### Routing congestion map, run 1

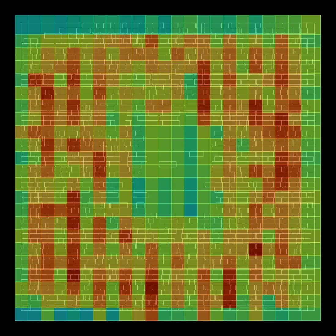
### I/O pins on the die edge, run 1

(3 px per um) Pins as bars across the die edge, other pins in grey.
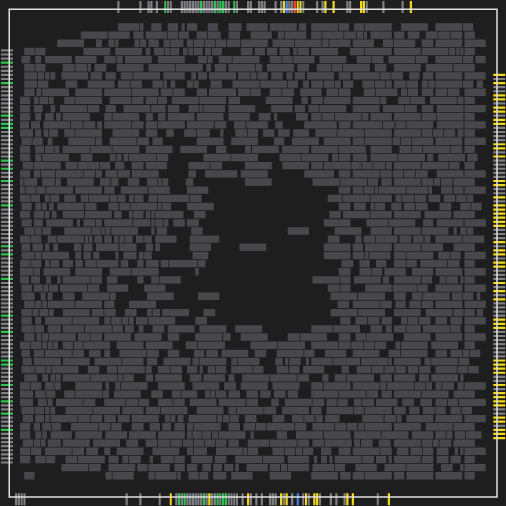
### Signal wires on met3, run 1

(3 px per um)
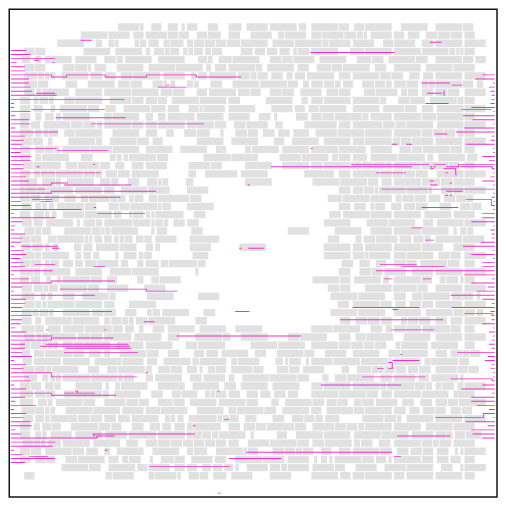
<file path="src/rtl/fetch_pkg.sv">
// fetch_pkg: shared constants and types for the fetch PC sequencer.
// Boot vector, FSM states, fetch packet layout and queue sizing.
package fetch_pkg;

  localparam logic [31:0] BOOT_VECTOR_DEF = 32'h8000_0000;

  localparam int FETCH_FIFO_DEPTH = 2;
  localparam int FETCH_PTR_W = $clog2(FETCH_FIFO_DEPTH);
  localparam int FETCH_CNT_W = $clog2(FETCH_FIFO_DEPTH + 1);

  typedef enum logic [1:0] {
    IDLE,
    RUN,
    WAIT
  } fetch_state_e;

  typedef struct packed {
    logic [31:0] pc;
    logic [63:0] instr;
    logic [1:0]  pred;
    logic        fault;
  } fetch_pkt_t;

endpackage

</file>
<file path="src/rtl/fetch_skid_fifo.sv">
// fetch_skid_fifo: small synchronous packet queue toward decode.
// Ports: clk/rst_n, flush (wins), push/din, pop/dout, count.
module fetch_skid_fifo
  import fetch_pkg::*;
(
  input  logic                   clk,
  input  logic                   rst_n,
  input  logic                   flush,
  input  logic                   push,
  input  fetch_pkt_t             din,
  input  logic                   pop,
  output fetch_pkt_t             dout,
  output logic [FETCH_CNT_W-1:0] count
);

  fetch_pkt_t mem [FETCH_FIFO_DEPTH];

  logic [FETCH_PTR_W-1:0] rd_ptr;
  logic [FETCH_PTR_W-1:0] wr_ptr;
  logic                   full;
  logic                   empty;
  logic                   do_push;
  logic                   do_pop;

  assign empty   = (count == '0);
  assign full    = (count == FETCH_CNT_W'(FETCH_FIFO_DEPTH));
  assign do_pop  = pop & ~empty;
  assign do_push = push & (~full | do_pop);

  // Head is zero when empty so idle outputs stay quiet.
  assign dout = empty ? '0 : mem[rd_ptr];

  always_ff @(posedge clk or negedge rst_n) begin
    if (!rst_n) begin
      for (int i = 0; i < FETCH_FIFO_DEPTH; i++) begin
        mem[i] <= '0;
      end
      rd_ptr <= '0;
      wr_ptr <= '0;
      count  <= '0;
    end else if (flush) begin
      rd_ptr <= '0;
      wr_ptr <= '0;
      count  <= '0;
    end else begin
      if (do_push) begin
        mem[wr_ptr] <= din;
        wr_ptr      <= wr_ptr + FETCH_PTR_W'(1);
      end
      if (do_pop) begin
        rd_ptr <= rd_ptr + FETCH_PTR_W'(1);
      end
      unique case ({do_push, do_pop})
        2'b10:   count <= count + FETCH_CNT_W'(1);
        2'b01:   count <= count - FETCH_CNT_W'(1);
        default: count <= count;
      endcase
    end
  end

endmodule

</file>
<file path="src/rtl/fetch_pc_gen.sv">
// fetch_pc_gen: fetch PC sequencer, one outstanding icache request.
// Ports: predictor (pc/next pc), icache req/resp, decode packet out.
module fetch_pc_gen
  import fetch_pkg::*;
#(
  parameter logic [31:0] BOOT_VECTOR = BOOT_VECTOR_DEF
) (
  input  logic        clk_i,
  input  logic        rst_ni,
  input  logic        fetch_enable_i,
  input  logic        branch_request_i,
  input  logic [31:0] branch_pc_i,
  input  logic [31:0] next_pc_f_i,
  input  logic [1:0]  next_taken_f_i,
  output logic [31:0] pc_f_o,
  output logic        pc_accept_o,
  output logic        icache_rd_o,
  output logic [31:0] icache_pc_o,
  input  logic        icache_accept_i,
  input  logic        icache_valid_i,
  input  logic        icache_error_i,
  input  logic [63:0] icache_inst_i,
  output logic        fetch_valid_o,
  output logic [63:0] fetch_instr_o,
  output logic [31:0] fetch_pc_o,
  output logic [1:0]  fetch_pred_o,
  output logic        fetch_fault_o,
  input  logic        fetch_accept_i
);

  fetch_state_e state_q;

  logic [31:0] pc_q;
  logic [31:0] meta_pc_q;
  logic [1:0]  meta_pred_q;
  logic        inflight_q;
  logic        drop_q;

  logic [FETCH_CNT_W-1:0] fifo_count;
  logic [2:0]             occ;
  logic                   resp;
  logic                   push;
  logic                   pop;
  fetch_pkt_t             push_pkt;
  fetch_pkt_t             head;

  // Low PC bits are dropped on load; only word-aligned PCs exist.
  logic unused_pc_bits;
  assign unused_pc_bits = ^{next_pc_f_i[1:0], branch_pc_i[1:0]};

  // The in-flight request reserves a queue slot for its response.
  assign occ = 3'(fifo_count) + 3'(inflight_q);

  assign icache_rd_o = (state_q == RUN) & fetch_enable_i
                     & ~inflight_q & ~branch_request_i
                     & (occ < 3'(FETCH_FIFO_DEPTH));
  assign pc_accept_o = icache_rd_o & icache_accept_i;
  assign icache_pc_o = {pc_q[31:3], 3'b000};
  assign pc_f_o      = pc_q;

  assign resp = inflight_q & icache_valid_i;
  assign push = resp & ~drop_q & ~branch_request_i;
  assign pop  = fetch_accept_i & fetch_valid_o;

  assign push_pkt.pc    = meta_pc_q;
  assign push_pkt.instr = icache_inst_i;
  assign push_pkt.pred  = meta_pred_q;
  assign push_pkt.fault = icache_error_i;

  fetch_skid_fifo u_fifo (
    .clk   (clk_i),
    .rst_n (rst_ni),
    .flush (branch_request_i),
    .push  (push),
    .din   (push_pkt),
    .pop   (pop),
    .dout  (head),
    .count (fifo_count)
  );

  assign fetch_valid_o = (fifo_count != '0);
  assign fetch_instr_o = head.instr;
  assign fetch_pc_o    = head.pc;
  assign fetch_pred_o  = head.pred;
  assign fetch_fault_o = head.fault;

  always_ff @(posedge clk_i or negedge rst_ni) begin
    if (!rst_ni) begin
      pc_q        <= BOOT_VECTOR;
      meta_pc_q   <= '0;
      meta_pred_q <= '0;
      inflight_q  <= 1'b0;
      drop_q      <= 1'b0;
    end else begin
      if (branch_request_i) begin
        pc_q <= {branch_pc_i[31:2], 2'b00};
      end else if (pc_accept_o) begin
        pc_q <= {next_pc_f_i[31:2], 2'b00};
      end
      if (pc_accept_o) begin
        meta_pc_q   <= pc_q;
        meta_pred_q <= next_taken_f_i;
      end
      if (pc_accept_o) begin
        inflight_q <= 1'b1;
      end else if (resp) begin
        inflight_q <= 1'b0;
      end
      // A response landing with the redirect is discarded directly.
      if (branch_request_i & inflight_q & ~icache_valid_i) begin
        drop_q <= 1'b1;
      end else if (resp) begin
        drop_q <= 1'b0;
      end
    end
  end

  always_ff @(posedge clk_i or negedge rst_ni) begin
    if (!rst_ni) begin
      state_q <= IDLE;
    end else begin
      unique case (state_q)
        IDLE: begin
          if (fetch_enable_i) state_q <= RUN;
        end
        RUN: begin
          if (pc_accept_o) state_q <= WAIT;
          else if (!fetch_enable_i) state_q <= IDLE;
        end
        WAIT: begin
          if (resp) state_q <= fetch_enable_i ? RUN : IDLE;
        end
        default: state_q <= IDLE;
      endcase
    end
  end

endmodule

</file>
<file path="config.mk">
export PLATFORM = sky130hd
export DESIGN_NAME = fetch_pc_gen
export DESIGN_NICKNAME = d
export VERILOG_FILES = /design/src/rtl/fetch_pkg.sv /design/src/rtl/fetch_skid_fifo.sv /design/src/rtl/fetch_pc_gen.sv
export SDC_FILE = /design/constraint.sdc
export NUM_CORES = 1
export LEC_CHECK = 0
export CORE_MARGIN = 3
export CORE_UTILIZATION = 50
export DETAILED_ROUTE_END_ITERATION = 6
export PLACE_DENSITY = 0.84
export REMOVE_ABC_BUFFERS = 1
export SLEW_MARGIN = 15
export SYNTH_ARGS = -nofsm -noshare
export SYNTH_HDL_FRONTEND = slang
export SYNTH_SLANG_ARGS = --single-unit
export TNS_END_PERCENT = 100
</file>
<file path="constraint.sdc">
create_clock -name clk_i -period 2.24 [get_ports clk_i]
set_input_delay 0.448 -clock clk_i [delete_from_list [all_inputs] [get_ports clk_i]]
set_output_delay 0.448 -clock clk_i [all_outputs]
set_load 0.05 [all_outputs]
</file>
==> impl_metrics.ini, run 1 <==
; synthesis and place-and-route metrics
[cts]
cts_root_buffer = clkbuf_16
cts_sinks = 264
clockBufferDepth = 3
cts_buffers = 28
cts_tree = built

[min_path]
hp-start = branch_request_i

[finish]
area_growth_pct = 47.9
final_cell_mix = dfrtp_1 (259), mux2_2 (205), clkdlybuf4s50_1 (146)
final_cells = 1581

[sta]
fin_ws_ps = -157
rsz0062_at_grt = yes
relSlewSlack = 0.556
maxSlewViolCount = 0
finalSetupViolations = 70

[power]
p_per_area_nw_per_um2 = 767
finalPower_mw = 13.8

[placed_design]
gp_congestion = 0.757

[worst_setup_path]
critPathCapture = fetch_instr_o[31]
crit_path_end_kind = primary output

[drt]
drtIter0Drc = 451
vias = 8770
antenna_left = 0

[run_status]
violations = negative setup slack
status = finished with violations

[global_routing]
grt_max_degree = 67
grt_pass1_wl_um = 51800

[flow_run]
openroad.warnings = 31

[yosys]
yosys.area.top_type_share = 0.540
synthCells = 954
synth_top_flop_cell = dfrtp_1
Notes on 'Routing congestion map' above:
total global-route track usage: 0.247
grt met1 use: 0.316
busiest grt layer: met2

Notes on 'I/O pins on the die edge' above:
blue -> `fetch_pred_o`  # pins 2, direction output, edge 1 bottom, 1 top
green -> `pc_f_o`  # pins 32, direction output, edge 20 left, 6 top, 6 bottom
yellow -> `fetch_instr_o`  # pins 64, direction output, edge 45 right, 11 bottom, 8 top
red -> `fetch_fault_o`  # pins 1, direction output, edge top
all pins by edge = 102 left, 90 right, 57 bottom, 55 top
port bufs: 292
Die Height: 162 um
die width: 162 um

Notes on 'Signal wires on met3' above:
share of all routed wire = 6.9%
wire length on this layer = 2350 um
nets with wire on the layer = 233
WL final: 34100 um
met3 Use GR: 0.0510

[run 1: final cells by class]
class | instances | area share
tap | 319 | 0.0222
inverter | 6 | 0.00125
clock inverter | 8 | 0.00521
clock buffer | 40 | 0.0459
timing repair buffer | 360 | 0.269
sequential | 264 | 0.367
multi-input combinational | 584 | 0.289
[run 1: through the flow]
step | worst slack [ps] | instance area [sq um] | setup TNS [ps] | hold WS (ps) | utilization
after CTS | -113 | 17600 | -5800 | 258 | 0.744
after detailed placement | -132 | 16500 | -8090 | 452 | 0.695
final | -157 | 18000 | -2420 | 277 | 0.761
after global placement | -72.7 | 16500 | -3940 | 446 | 0.695
after floorplan | -2790 | 11600 | -492200 | 152 | -
after global routing | -187 | 18000 | -7040 | 288 | 0.761
[run 1: worst max-delay path, stage by stage (launching register included)]
cell,delay [ps]
dfrtp_4,440
buf_12,150
buf_12,200
mux2i_1,360
nor2_2,100
buf_12,160
[run 1: repair_timing]
item | in CTS | in global routing
resized | 59 | 95
gates cloned | 2 | 5
hold buffers | 1 | 0
setup buffers | 11 | 1
pin swaps | 11 | 33
endpoints found under the setup margin | 120 | 125
endpoints found under the hold margin | 55 | 0
[run 1: registers in the layout (all words and copies together), names as in the netlist]
signal	cells
drop_q	1
u_fifo.count	2
meta_pc_q	30
pc_f_o	30
meta_pred_q	2
u_fifo.rd_ptr	1
u_fifo.mem	194
state_q	2
inflight_q	1
u_fifo.wr_ptr	1
[run 1: cell families (layout without fill, tap and decap cells)]
logic type / Yosys count / after routing / synth area share
mux: 324 / 324 / 0.290
compound gates: 102 / 102 / 0.0524
buf+inv: 112 / 414 / 0.0529
simple gates: 149 / 149 / 0.0607
xor+xnor: 2 / 2 / 0.00144
flops: 264 / 264 / 0.543
other cells: 1 / 7 / 0.000308
[run 1: power by group]
group,switching [mW],internal [mW],total (mW)
clock,1.84,2.78,4.62
sequential,0.621,5.72,6.34
combinational,1.46,1.41,2.87
total,3.92,9.90,13.8
[run 1: how the worst min path moves through the flow]
stage                                 endpoint  slack (ps)
floorplan                   drop_q$_DFFE_PN0P_         150
global placement    u_fifo.mem[17]$_DFFE_PN0P_         450
detailed placement  u_fifo.mem[17]$_DFFE_PN0P_         450
CTS                  u_fifo.rd_ptr$_DFFE_PN0P_         260
global route         u_fifo.rd_ptr$_DFFE_PN0P_         290
finish               u_fifo.rd_ptr$_DFFE_PN0P_         280
[run 1: layer usage]
metal / vias up / wire, um / global-route usage
met2: 341 / 17400 / 0.436
li1: 3899 / - / -
met5: - / 0 / 0
met4: 0 / 733 / 0.0547
met3: 56 / 2350 / 0.0510
met1: 4474 / 13600 / 0.316
## Run 2: what changed since run 1
--- a/config.mk
+++ b/config.mk
@@ -5,6 +5,7 @@
 export SDC_FILE = /design/constraint.sdc
 export NUM_CORES = 1
 export LEC_CHECK = 0
+export CAP_MARGIN = 20
 export CORE_MARGIN = 3
 export CORE_UTILIZATION = 50
 export DETAILED_ROUTE_END_ITERATION = 6
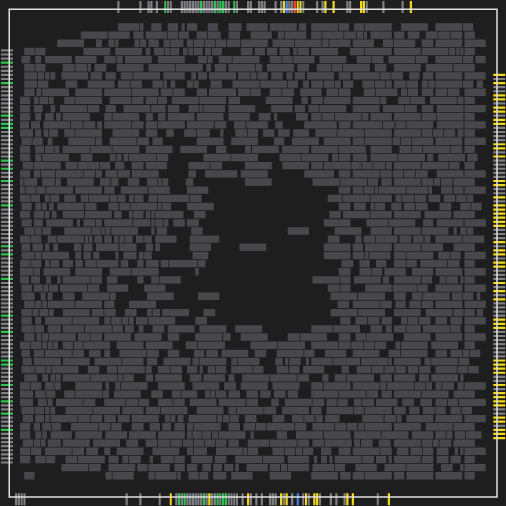
*I/O pins on the die edge, run 2*
(3 px per um) Pins as bars across the die edge, other pins in grey.
blue -> `fetch_pred_o`  # pins 2, direction output, edge 1 bottom, 1 top
green -> `pc_f_o`  # pins 32, direction output, edge 20 left, 6 top, 6 bottom
yellow -> `fetch_instr_o`  # pins 64, direction output, edge 45 right, 11 bottom, 8 top
red -> `fetch_fault_o`  # pins 1, direction output, edge top

==> impl_metrics.ini, run 2 <==
; synthesis and place-and-route metrics
[sta]
maxSlewViolCount = 0
fin_ws_ps = -157
finalSetupViolations = 70
relSlewSlack = 0.556

[finish]
final_cell_mix = dfrtp_1 (259), mux2_2 (205), clkdlybuf4s50_1 (146)
final_cells = 1581
largest_reg_flops = 194
area_growth_pct = 47.9

[drt]
vias = 8770
wl_um = 34100
drtIter0Drc = 451
antenna_left = 0

[worst_setup_path]
path_common_cell = buf_12
worstPathCellList = buf_12 > buf_12 > mux2i_1 > nor2_2 > buf_12
crit_slowest_cell = dfrtp_4
crit_path_end_kind = primary output
worst-path-buf-inv = 3

[run_status]
status = finished with violations
violations = negative setup slack

[power]
finalPower_mw = 13.8
pwr-share-seq = 0.458
comb_power_share = 0.208
p_int_mw = 9.90
p_per_area_nw_per_um2 = 767
power_switching_mw = 3.92

[global_routing]
track_usage = 0.247
grt_pass1_wl_um = 51800
grt_max_degree = 67

[min_path]
hp-start = branch_request_i

[yosys]
yosys.area.top_type_share = 0.540
synthCells = 954

[placed_design]
place_ws_ps = -132
io_buffers = 292

[cts]
cts_sinks = 264
cts_tree = built
cts_root_buffer = clkbuf_16
cts_buffers = 28
clockBufferDepth = 3

[floorplan]
die_w_um = 162
run 2: area by class of cell:
cell class | instances | area (sq um) | area share
Clock inverter | 8 | 93.8 | 0.00521
Tap cell | 319 | 399 | 0.0222
Inverter | 6 | 22.5 | 0.00125
Clock buffer | 40 | 827 | 0.0459
Sequential cell | 264 | 6620 | 0.367
Multi-Input combinational cell | 584 | 5210 | 0.289
Timing Repair Buffer | 360 | 4840 | 0.269
run 2: how the worst max path moves through the flow:
stage,endpoint,cells past startpoint
2_1_floorplan,fetch_valid_o,2
3_3_place_gp,u_fifo.mem[191]$_DFFE_PN0P_,6
3_5_place_dp,u_fifo.mem[191]$_DFFE_PN0P_,6
4_1_cts,fetch_instr_o[15],5
5_1_grt,fetch_instr_o[31],5
6_report,fetch_instr_o[31],5
run 2: worst register-to-register path: stages (launching register included):
cell,delay [ps]
dfrtp_2,470
buf_4,160
nor3b_2,150
buf_4,150
nor3_4,140
buf_4,230
buf_12,200
mux2_2,380
run 2: kinds of logic after synthesis:
logic type / after synthesis / synth area share
AOI/OAI and AO/OA: 102 / 0.0524
muxes: 324 / 0.290
xor gates and xnor gates: 2 / 0.00144
DFF: 264 / 0.543
and+or+nand+nor: 149 / 0.0607
other: 1 / 0.000308
buffers and inverters: 112 / 0.0529
run 2: power by group through the flow:
stage / sequential [mW] / combinational (mW) / clock, mW
2_1_floorplan: 6.57 / 1.34 / 0
5_1_grt: 6.45 / 3.09 / 4.88
3_3_place_gp: 6.28 / 2.60 / 0
4_1_cts: 6.30 / 2.78 / 4.67
6_report: 6.34 / 2.87 / 4.62
3_5_place_dp: 6.37 / 2.72 / 0
run 2: metrics by stage:
step                setup TNS [ps]  instance area [sq um]  hold WS, ps
floorplan                  -492200                  11600          152
global placement             -3940                  16500          446
detailed placement           -8090                  16500          452
CTS                          -5800                  17600          258
global route                 -7040                  18000          288
finish                       -2420                  18000          277
run 2: timing repair:
| item | 4_1_cts | 5_1_grt |
|---|---|---|
| endpoints found under the hold margin | 55 | 0 |
| setup endpoints to repair | 120 | 125 |
| cloned | 2 | 5 |
| buffers inserted | 11 | 1 |
| resized | 59 | 95 |
| hold buffers | 1 | 0 |
| pin swaps | 11 | 33 |
run 2: metal layers:
layer,global-route usage,vias to the layer above,part of all wire
li1,-,3899,-
met1,0.316,4474,0.40
met2,0.436,341,0.51
met3,0.0510,56,0.069
met4,0.0547,0,0.022
met5,0,-,0
Power and IR drop assume default switching activity.
